[config.mk]
export PLATFORM = sky130hd
export DESIGN_NAME = seq_not_monitor_flat
export DESIGN_NICKNAME = d
export VERILOG_FILES = /design/src/rtl/seq_not_monitor_if.sv /design/src/rtl/seq_not_monitor.sv /design/src/flat_wrapper.sv
export SDC_FILE = /design/constraint.sdc
export NUM_CORES = 1
export LEC_CHECK = 0
export CORE_MARGIN = 5
export CORE_UTILIZATION = 47
export DETAILED_ROUTE_END_ITERATION = 6
export GPL_TIMING_DRIVEN = 0
export PLACE_DENSITY = 0.79
export SLEW_MARGIN = 20
export SYNTH_ARGS = -nofsm -noshare
export SYNTH_HDL_FRONTEND = slang
export SYNTH_SLANG_ARGS = --single-unit
export TNS_END_PERCENT = 1
[constraint.sdc]
create_clock -name clk -period 4.44 [get_ports clk]
set_input_delay 1.11 -clock clk [delete_from_list [all_inputs] [get_ports clk]]
set_output_delay 1.11 -clock clk [all_outputs]
set_load 0.005 [all_outputs]
[src/rtl/seq_not_monitor_if.sv]
// Bundles the stimulus and result signals of seq_not_monitor.
// master drives en/clr/dis/b/c; slave is the monitor side.
interface seq_not_monitor_if #(
  parameter int unsigned NCH   = 4,
  parameter int unsigned CNT_W = 16
);
  localparam int unsigned CH_W = (NCH > 1) ? $clog2(NCH) : 1;

  logic             en;
  logic             clr;
  logic [NCH-1:0]   dis;
  logic [NCH-1:0]   b;
  logic [NCH-1:0]   c;
  logic [NCH-1:0]   pass_pulse;
  logic [NCH-1:0]   fail_pulse;
  logic [NCH-1:0]   fail_sticky;
  logic [CNT_W-1:0] pass_cnt;
  logic [CNT_W-1:0] fail_cnt;
  logic             first_fail_valid;
  logic [CH_W-1:0]  first_fail_ch;

  modport master (
    output en, clr, dis, b, c,
    input  pass_pulse, fail_pulse, fail_sticky, pass_cnt, fail_cnt,
           first_fail_valid, first_fail_ch
  );

  modport slave (
    input  en, clr, dis, b, c,
    output pass_pulse, fail_pulse, fail_sticky, pass_cnt, fail_cnt,
           first_fail_valid, first_fail_ch
  );
endinterface

[src/rtl/seq_not_monitor.sv]
// Per-channel checker for "not (b ##DELAY c)" with disable on dis, pass/fail counters.
// Optional first-fail capture is built only when SEQ_NOT_MONITOR_FIRST_FAIL_EN is defined.
module seq_not_monitor #(
  parameter int unsigned NCH   = 4,
  parameter int unsigned DELAY = 1,
  parameter int unsigned CNT_W = 16
) (
  input logic             clk,
  input logic             rst,
  seq_not_monitor_if.slave mon
);
  localparam int unsigned CH_W = (NCH > 1) ? $clog2(NCH) : 1;

  function automatic logic [4:0] popcnt(input logic [NCH-1:0] v);
    logic [4:0] n;
    n = '0;
    for (int unsigned k = 0; k < NCH; k++) begin
      n = n + {4'd0, v[k]};
    end
    return n;
  endfunction

  // CNT_W >= 4 and popcount <= 16, so one carry bit is enough to detect overflow.
  function automatic logic [CNT_W-1:0] sat_add(input logic [CNT_W-1:0] cnt,
                                                input logic [4:0]       inc);
    logic [CNT_W:0] sum;
    sum = {1'b0, cnt} + (CNT_W+1)'(inc);
    return sum[CNT_W] ? '1 : sum[CNT_W-1:0];
  endfunction

  logic [NCH-1:0]   pend_q [DELAY];
  logic [NCH-1:0]   pend_d [DELAY];
  logic [NCH-1:0]   start;
  logic [NCH-1:0]   mature;
  logic [NCH-1:0]   pass_d, pass_q;
  logic [NCH-1:0]   fail_d, fail_q;
  logic [NCH-1:0]   sticky_d, sticky_q;
  logic [CNT_W-1:0] pcnt_d, pcnt_q;
  logic [CNT_W-1:0] fcnt_d, fcnt_q;

  // Slot k holds attempts started k+1 edges ago; dis wipes every slot of its channel.
  always_comb begin
    start  = (mon.en ? mon.b : '0) & ~mon.dis;
    mature = pend_q[DELAY-1] & ~mon.dis;
    pass_d = mature & ~mon.c;
    fail_d = mature & mon.c;

    pend_d[0] = start;
    for (int unsigned k = 1; k < DELAY; k++) begin
      pend_d[k] = pend_q[k-1] & ~mon.dis;
    end

    sticky_d = sticky_q | fail_d;
    pcnt_d   = sat_add(pcnt_q, popcnt(pass_d));
    fcnt_d   = sat_add(fcnt_q, popcnt(fail_d));
    if (mon.clr) begin
      sticky_d = '0;
      pcnt_d   = '0;
      fcnt_d   = '0;
    end
  end

  always_ff @(posedge clk) begin
    if (rst) begin
      for (int unsigned k = 0; k < DELAY; k++) begin
        pend_q[k] <= '0;
      end
      pass_q   <= '0;
      fail_q   <= '0;
      sticky_q <= '0;
      pcnt_q   <= '0;
      fcnt_q   <= '0;
    end else begin
      pend_q   <= pend_d;
      pass_q   <= pass_d;
      fail_q   <= fail_d;
      sticky_q <= sticky_d;
      pcnt_q   <= pcnt_d;
      fcnt_q   <= fcnt_d;
    end
  end

  assign mon.pass_pulse  = pass_q;
  assign mon.fail_pulse  = fail_q;
  assign mon.fail_sticky = sticky_q;
  assign mon.pass_cnt    = pcnt_q;
  assign mon.fail_cnt    = fcnt_q;

`ifdef SEQ_NOT_MONITOR_FIRST_FAIL_EN
  logic            ffv_d, ffv_q;
  logic [CH_W-1:0] ffc_d, ffc_q;
  logic            found;

  always_comb begin
    ffv_d = ffv_q;
    ffc_d = ffc_q;
    found = 1'b0;
    if (mon.clr) begin
      ffv_d = 1'b0;
      ffc_d = '0;
    end else if (!ffv_q && (|fail_d)) begin
      ffv_d = 1'b1;
      for (int unsigned k = 0; k < NCH; k++) begin
        if (fail_d[k] && !found) begin
          ffc_d = CH_W'(k);
          found = 1'b1;
        end
      end
    end
  end

  always_ff @(posedge clk) begin
    if (rst) begin
      ffv_q <= 1'b0;
      ffc_q <= '0;
    end else begin
      ffv_q <= ffv_d;
      ffc_q <= ffc_d;
    end
  end

  assign mon.first_fail_valid = ffv_q;
  assign mon.first_fail_ch    = ffc_q;
`else
  assign mon.first_fail_valid = 1'b0;
  assign mon.first_fail_ch    = '0;
`endif
endmodule
[src/flat_wrapper.sv]
// flat-port wrapper written by rule: the top's interface ports become plain ports
module seq_not_monitor_flat 
#(
  parameter int unsigned NCH   = 4,
  parameter int unsigned DELAY = 1,
  parameter int unsigned CNT_W = 16
)
  (clk, rst, mon_en, mon_clr, mon_dis, mon_b, mon_c, mon_pass_pulse, mon_fail_pulse, mon_fail_sticky, mon_pass_cnt, mon_fail_cnt, mon_first_fail_valid, mon_first_fail_ch);
  seq_not_monitor_if #(.NCH(NCH), .CNT_W(CNT_W)) mon_i ();
  input logic clk;
  input logic rst;
  input wire logic [$bits(mon_i.en)-1:0] mon_en;
  input wire logic [$bits(mon_i.clr)-1:0] mon_clr;
  input wire logic [$bits(mon_i.dis)-1:0] mon_dis;
  input wire logic [$bits(mon_i.b)-1:0] mon_b;
  input wire logic [$bits(mon_i.c)-1:0] mon_c;
  output wire logic [$bits(mon_i.pass_pulse)-1:0] mon_pass_pulse;
  output wire logic [$bits(mon_i.fail_pulse)-1:0] mon_fail_pulse;
  output wire logic [$bits(mon_i.fail_sticky)-1:0] mon_fail_sticky;
  output wire logic [$bits(mon_i.pass_cnt)-1:0] mon_pass_cnt;
  output wire logic [$bits(mon_i.fail_cnt)-1:0] mon_fail_cnt;
  output wire logic [$bits(mon_i.first_fail_valid)-1:0] mon_first_fail_valid;
  output wire logic [$bits(mon_i.first_fail_ch)-1:0] mon_first_fail_ch;
  assign mon_i.en = mon_en;
  assign mon_i.clr = mon_clr;
  assign mon_i.dis = mon_dis;
  assign mon_i.b = mon_b;
  assign mon_i.c = mon_c;
  assign mon_pass_pulse = mon_i.pass_pulse;
  assign mon_fail_pulse = mon_i.fail_pulse;
  assign mon_fail_sticky = mon_i.fail_sticky;
  assign mon_pass_cnt = mon_i.pass_cnt;
  assign mon_fail_cnt = mon_i.fail_cnt;
  assign mon_first_fail_valid = mon_i.first_fail_valid;
  assign mon_first_fail_ch = mon_i.first_fail_ch;
  seq_not_monitor #(.NCH(NCH), .DELAY(DELAY), .CNT_W(CNT_W)) u_core (.clk(clk), .rst(rst), .mon(mon_i));
endmodule
Figure 1. Cell sizes after repair (run 1).
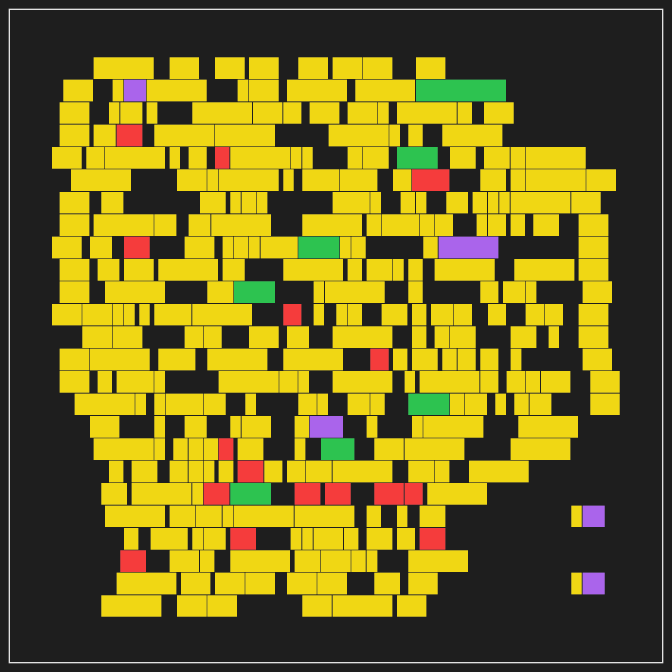
drive 6 and up: marked green, cells 7. drive 1 or less: marked yellow, cells 281. drive 2: marked red, cells 16. drive 3 to 4: marked purple, cells 5.

Figure 2. Sequential cells coloured by netlist name (run 1).
Scale bar: 20 microns.
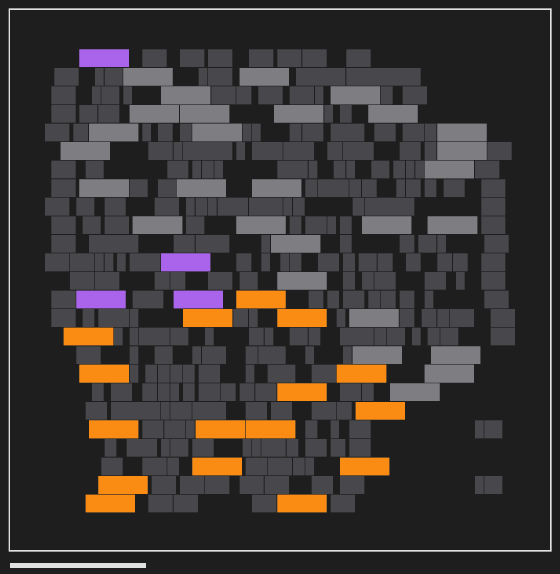
u_core.mon.pass_pulse: marked purple, sequential cells 4, where middle left. u_core.mon.pass_cnt: marked orange, sequential cells 16.
Another 28 sequential cells are not coloured.

Figure 3. Routed clock nets over the placement (run 1).
Scale bar: 20 microns.
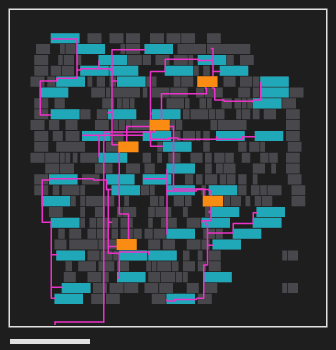
clock wires: marked magenta, length 583 microns. flip-flops: marked cyan, count 48. cells driving clock nets: marked orange, count 5.
Position of the flops: all over the die.

==> results.ini, run 1 <==
[grt]
antenna_found_initial = 0
track_usage = 0.163
gr-total-overflow = 0
grt_pass1_wl_mm = 7.94

[logic_synthesis]
ys_warn_count = 0
synth-seq-cells = 48
ys_cells = 241
top_area_cell = dfxtp_1
mux_area_frac = 0.00445
ys_sh_aoi = 0.141
ys.flop_type = dfxtp_1
ys_sh_simple = 0.204
netlist_area_sq_mm = 0.00225
adder_share = 0.0913
ys_types = 44
syn_area_per_cell_sq_um = 9.32
ys_area_sq_mm = 0.00225

[routing]
drc_errors = 0
first_iter_violations = 64
avgViaCountPerCell = 5.18
drt_wl_total_mm = 4.94
firstDrtPassIters = 4
post_drt_wl_per_cell_microns = 13.6

[floorplan]
die_area_sq_mm = 0.00626
core.rowCount = 25
chipWidth_microns = 79.1
core_sq_mm = 0.00469

[critical_path]
cpMostUsedCell = inv_1
critPathBufInv = 4
critPathLaunchType = input port
r2r-end = u_core.mon.pass_cnt[13]$_SDFF_PP0_
cp.arrival_ns = 4.42
crit_path_max_fanout = 10
crit_type = in -> reg
path_delay_family = adder cells
worst-r2r-cell-count = 13

[place]
dpl.hpwl_mm = 3.81
numPortBuffers = 58

[cts]
cts_tree = built
insertion_delay_ns = 0.30
clk_pin_slew_worst_paths_ns = 0.08
cts_resized = 0
cts_setup_buffers = 0
cts.sinks = 48
clockRootBuffer = clkbuf_8
numCtsBuffers = 5

[sta]
min_period_ns = 4.20
final-setup-viol-count = 0
skew_ns = 0.00307
slew_headroom = 0.609
holdWs_ns = 0.466
fmax_mhz = 238

[layout]
final_nets = 338
drive_gt1_frac = 0.0906
fin_util = 0.642
diodes = 0
combGateArea_sq_mm = 0.00117
regArea_sq_um = 961

[outcome]
status = finished clean

[job]
warning_count = 26

[worst_hold_path]
worst_hold_path_type = reg -> reg

[pwr]
power.leakage_uw = 0.00104

==> run 1: state kept, by name (all words and copies together) (netlist names) <==
signal,flops
u_core.mon.fail_pulse,4
u_core.mon.fail_cnt,16
u_core.mon.pass_cnt,16
u_core.mon.pass_pulse,4
u_core.pend_q,4
u_core.mon.fail_sticky,4
==> run 1: report_power, final <==
group / switching, uW / total (uW) / internal (uW)
Combinational: 14.6 / 33.3 / 18.7
Clock: 140 / 308 / 167
Sequential: 0.841 / 433 / 432
==> run 1: cell type report <==
cell class                 count  area share
clock inverter                 2      0.0116
timing repair buffer          58       0.193
multi-input combinational    167       0.388
sequential                    48       0.319
buffer                        10      0.0191
clock buffer                   6      0.0241
inverter                      18      0.0224
tap                           54      0.0224
==> run 1: Yosys cell counts, drive strengths merged (3+ instances only) <==
cell    number
xor2        11
nor2b        7
a21oi       31
buf          6
nor3         4
dfxtp       48
nor3b        8
inv         18
a211oi       7
nand3       10
a31oi        3
nor2        18
nand2       12
nand4        5
fa           4
ha          10
o21ai        3
clkbuf       4
xnor2        8
==> run 1: metrics by stage <==
stage / setup TNS [ns] / area [sq um] / worst slack, ns / power [uW] / cells
after floorplan: 0 / 2250 / 0.717 / 457 / 243
after global placement: -0.00624 / 2900 / -0.00362 / 476 / 355
after detailed placement: -0.495 / 2900 / -0.0653 / 476 / 355
after CTS: 0 / 3010 / 0.250 / 785 / 363
final: 0 / 3010 / 0.241 / 774 / 363
after global routing: 0 / 3010 / 0.0181 / 803 / 363
==> run 1: worst max-delay path by stage <==
stage	startpoint	end	slack (ns)
final	mon_dis[0]	u_core.mon.fail_cnt[9]$_SDFF_PP0_	0.24
after global routing	mon_dis[1]	u_core.mon.pass_cnt[4]$_SDFF_PP0_	0.02
after CTS	mon_dis[0]	u_core.mon.fail_cnt[12]$_SDFF_PP0_	0.25
after detailed placement	mon_dis[0]	u_core.mon.fail_cnt[12]$_SDFF_PP0_	-0.07
after global placement	mon_dis[0]	u_core.mon.fail_cnt[14]$_SDFF_PP0_	-0.004
after floorplan	mon_dis[2]	u_core.mon.pass_cnt[4]$_SDFF_PP0_	0.72
==> run 1: logic make-up after synthesis <==
family,count (synthesis)
simple gates,82
compound gates,48
flops,48
buf+inv,28
xor+xnor,19
fa+ha+maj,14
other cells,1
mux,1
==> run 1: per-layer routing <==
metal	up-vias	global-route usage	wire [microns]
met5	-	0	0
met4	0	0.0670	63
met3	4	0.0522	302
met2	50	0.274	2470
met1	874	0.191	2110
li1	953	-	-
==> run 1: worst min-delay path: cells and delay by family (launching register included) <==
kind	cells	cell delay, ns
AND-OR/OR-AND	1	0.05
buffers and inverters	1	0.05
flip-flops	1	0.33
Figure 4. Wire density map (run 1).
The die is cut into 16 by 16 equal tiles; dark blue is low, red is high, scaled to the fullest tile. Values are wire area over tile area, all layers added.
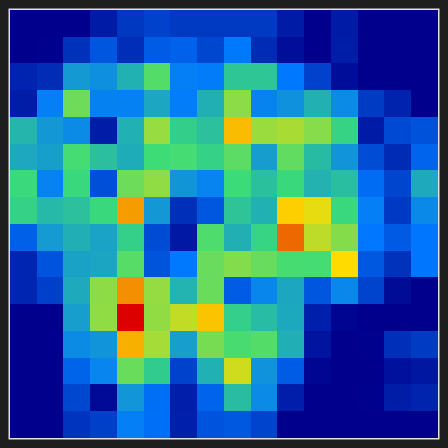

## Run 2: what changed since run 1
--- a/config.mk
+++ b/config.mk
@@ -10,6 +10,7 @@
 export DETAILED_ROUTE_END_ITERATION = 6
 export GPL_TIMING_DRIVEN = 0
 export PLACE_DENSITY = 0.79
+export REMOVE_ABC_BUFFERS = 1
 export SLEW_MARGIN = 20
 export SYNTH_ARGS = -nofsm -noshare
 export SYNTH_HDL_FRONTEND = slang
Figure 5. Wire density map (run 2).
The die is cut into 16 by 16 equal tiles; dark blue is low, red is high, scaled to the fullest tile. Values are wire area over tile area, all layers added.
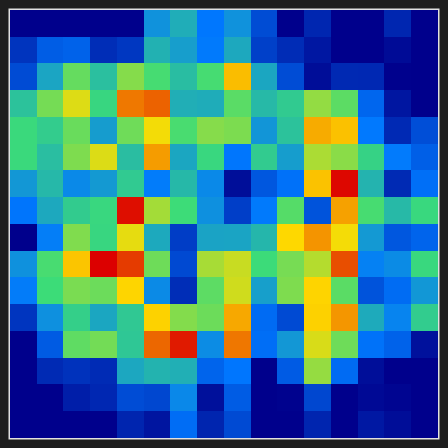
The mean over all tiles is 0.12. The emptiest ninth of the die: upper right. 28% of the tiles are over half the peak.

Figure 6. Cell sizes after repair (run 2).
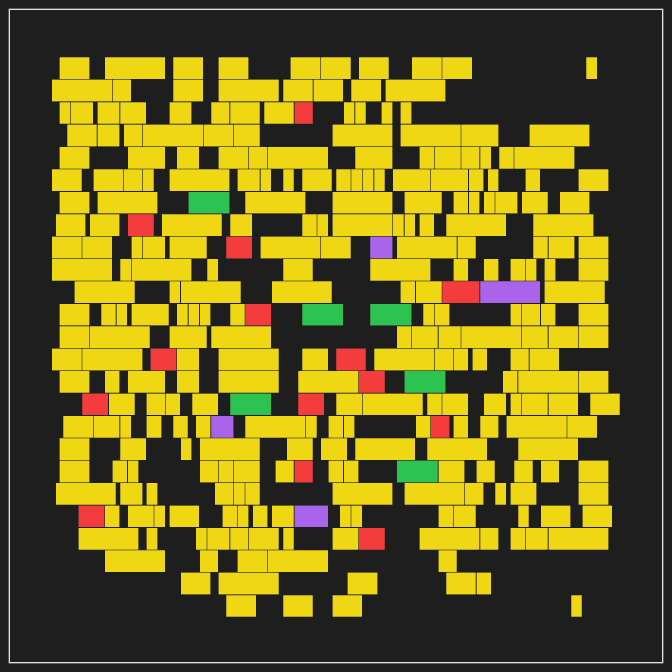
drive 1 or less: marked yellow, cells 276. drive 2: marked red, cells 14. drive 6 and up: marked green, cells 6. drive 3 to 4: marked purple, cells 4.

==> run 2 against run 1 <==
  * Clock power shrank 12%
  * Combinational power shrank 8.7%
  * Critical path depth grew 1
  * Final area shrank 1.9%
  * Critical path type unchanged
==> results.ini, run 2 <==
[sta]
fmax_mhz = 239  ; +0.20%
final-setup-viol-count = 0  ; unchanged
min_period_ns = 4.19  ; -0.00855 ns

[layout]
drive_gt1_frac = 0.0800  ; -0.0106
diodes = 0  ; unchanged
design_area_sq_mm = 0.00295  ; -1.9%
final_nets = 329  ; -2.7%

[routing]
drt_wl_total_mm = 4.72  ; -4.5%
avgViaCountPerCell = 5.14  ; -0.78%
firstDrtPassIters = 4  ; unchanged
first_iter_violations = 53  ; -17%
drc_errors = 0  ; unchanged
post_drt_wl_per_cell_microns = 13.3  ; -2.1%

[logic_synthesis]
syn_area_per_cell_sq_um = 9.32  ; unchanged
ys_cells = 241  ; unchanged
ys_sh_aoi = 0.141  ; unchanged
ys_types = 44  ; unchanged
ys_warn_count = 0  ; unchanged
synth-seq-cells = 48  ; unchanged
mux_area_frac = 0.00445  ; unchanged
ys_area_sq_mm = 0.00225  ; unchanged
top_cells_by_count = dfxtp_1 (48), a21oi_1 (25), inv_1 (18), nor2_1 (18), xor2_1 (11)
top_area_cell = dfxtp_1

[cts]
insertion_delay_ns = 0.29  ; about the same
clk_pin_slew_worst_paths_ns = 0.09  ; about the same
cts.sinks = 48  ; unchanged
cts_tree = built
cts_setup_buffers = 0  ; unchanged
clockRootBuffer = clkbuf_8

[grt]
gr-total-overflow = 0  ; unchanged
antenna_found_initial = 0  ; unchanged
track_usage = 0.164  ; +0.000836
grt_pass1_wl_mm = 8.21  ; +3.5%

[floorplan]
core.rowCount = 25  ; unchanged
chipWidth_microns = 79.1  ; unchanged
die_area_sq_mm = 0.00626  ; unchanged

[pwr]
p_clk_frac = 0.370  ; -0.028
seqPwrFrac = 0.588  ; +0.029
power.leakage_uw = 0.000998  ; -3.9%
power.internal_uw = 575  ; -6.9%

[critical_path]
critPathLaunchType = input port
crit_type = in -> reg
crit_path_max_fanout = 9  ; -1

[place]
numPortBuffers = 59  ; +1.7%
dpl.hpwl_mm = 3.52  ; -7.7%

[job]
warning_count = 25  ; -3.8%

[outcome]
status = finished clean

Figure 7. Cell placement (run 2).
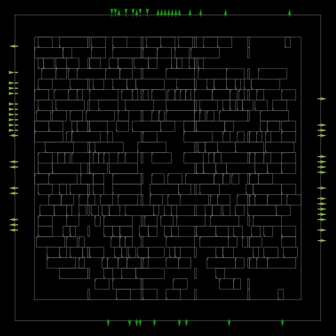
Fillers: 414
n_taps: 54
non-filler cells, final: 354
Seq/total area: 0.325
core footprint: 0.00469 sq mm

-- run 2: cell counts after synthesis --
No cell type changed its count.
-- run 2: layout make-up --
class                   count  area [sq um]  share of cell area
multi-input cells         167          1170               0.396
flip-flops and latches     48           961               0.325
repair buffers             59           591               0.200
clock buffers               6          82.6              0.0280
inverters                  18          67.6              0.0229
well taps                  54          67.6              0.0229
clock inverters             2          15.0             0.00508
-- run 2: final timing paths --
| kind | from | end | slack, ns | cells after the start |
|---|---|---|---|---|
| worst max-delay path | mon_dis[0] | u_core.mon.fail_cnt[14]$_SDFF_PP0_ | 0.25 | 14 |
| worst min-delay path | u_core.mon.fail_sticky[2]$_SDFF_PP0_ | u_core.mon.fail_sticky[2]$_SDFF_PP0_ | 0.45 | 2 |
| worst max register to register | u_core.pend_q[0]$_SDFF_PP0_ | u_core.mon.pass_cnt[0]$_SDFF_PP0_ | 1.24 | 12 |
| worst min register to register | u_core.mon.fail_sticky[2]$_SDFF_PP0_ | u_core.mon.fail_sticky[2]$_SDFF_PP0_ | 0.45 | 2 |
-- run 2: cell families after synthesis --
| kind of cell | count (synthesis) |
|---|---|
| flip-flops | 48 |
| AND/OR/NAND/NOR | 82 |
| AND-OR/OR-AND | 48 |
| adder cells (fa/ha/maj) | 14 |
| buffers and inverters | 28 |
| XOR/XNOR | 19 |
| other | 1 |
| multiplexers | 1 |
-- run 2: power by group through the flow --
stage	sequential, uW	combinational (uW)	clock [uW]
after floorplan	443	10.2	0
after global placement	443	30.1	0
after detailed placement	443	30.4	0
after CTS	433	30.7	281
after global routing	433	33.7	303
final	433	30.4	272
-- run 2: through the flow --
step | total power [uW] | std cells | setup WS, ns | utilization
after detailed placement | 473 | 346 | -0.0759 | 0.609
after floorplan | 453 | 233 | 0.707 | -
after CTS | 745 | 354 | 0.241 | 0.629
after global routing | 770 | 354 | 0.0545 | 0.629
after global placement | 473 | 346 | -0.0109 | 0.609
final | 736 | 354 | 0.250 | 0.629
-- run 2: routing by layer --
| metal | vias up | wire length [microns] | track usage |
|---|---|---|---|
| li1 | 938 | - | - |
| met1 | 837 | 2130 | 0.208 |
| met2 | 43 | 2310 | 0.275 |
| met3 | 2 | 257 | 0.0488 |
| met4 | 0 | 15 | 0.0361 |
| met5 | - | 0 | 0 |
-- run 2: worst max-delay path: cells and delay by family --
kind	cells	cell delay, ns
fa+ha+maj	4	1.22
simple gates	5	0.86
buf+inv	4	0.68
compound gates	1	0.48
No activity file was given, so power comes from the tool's default toggle rates.
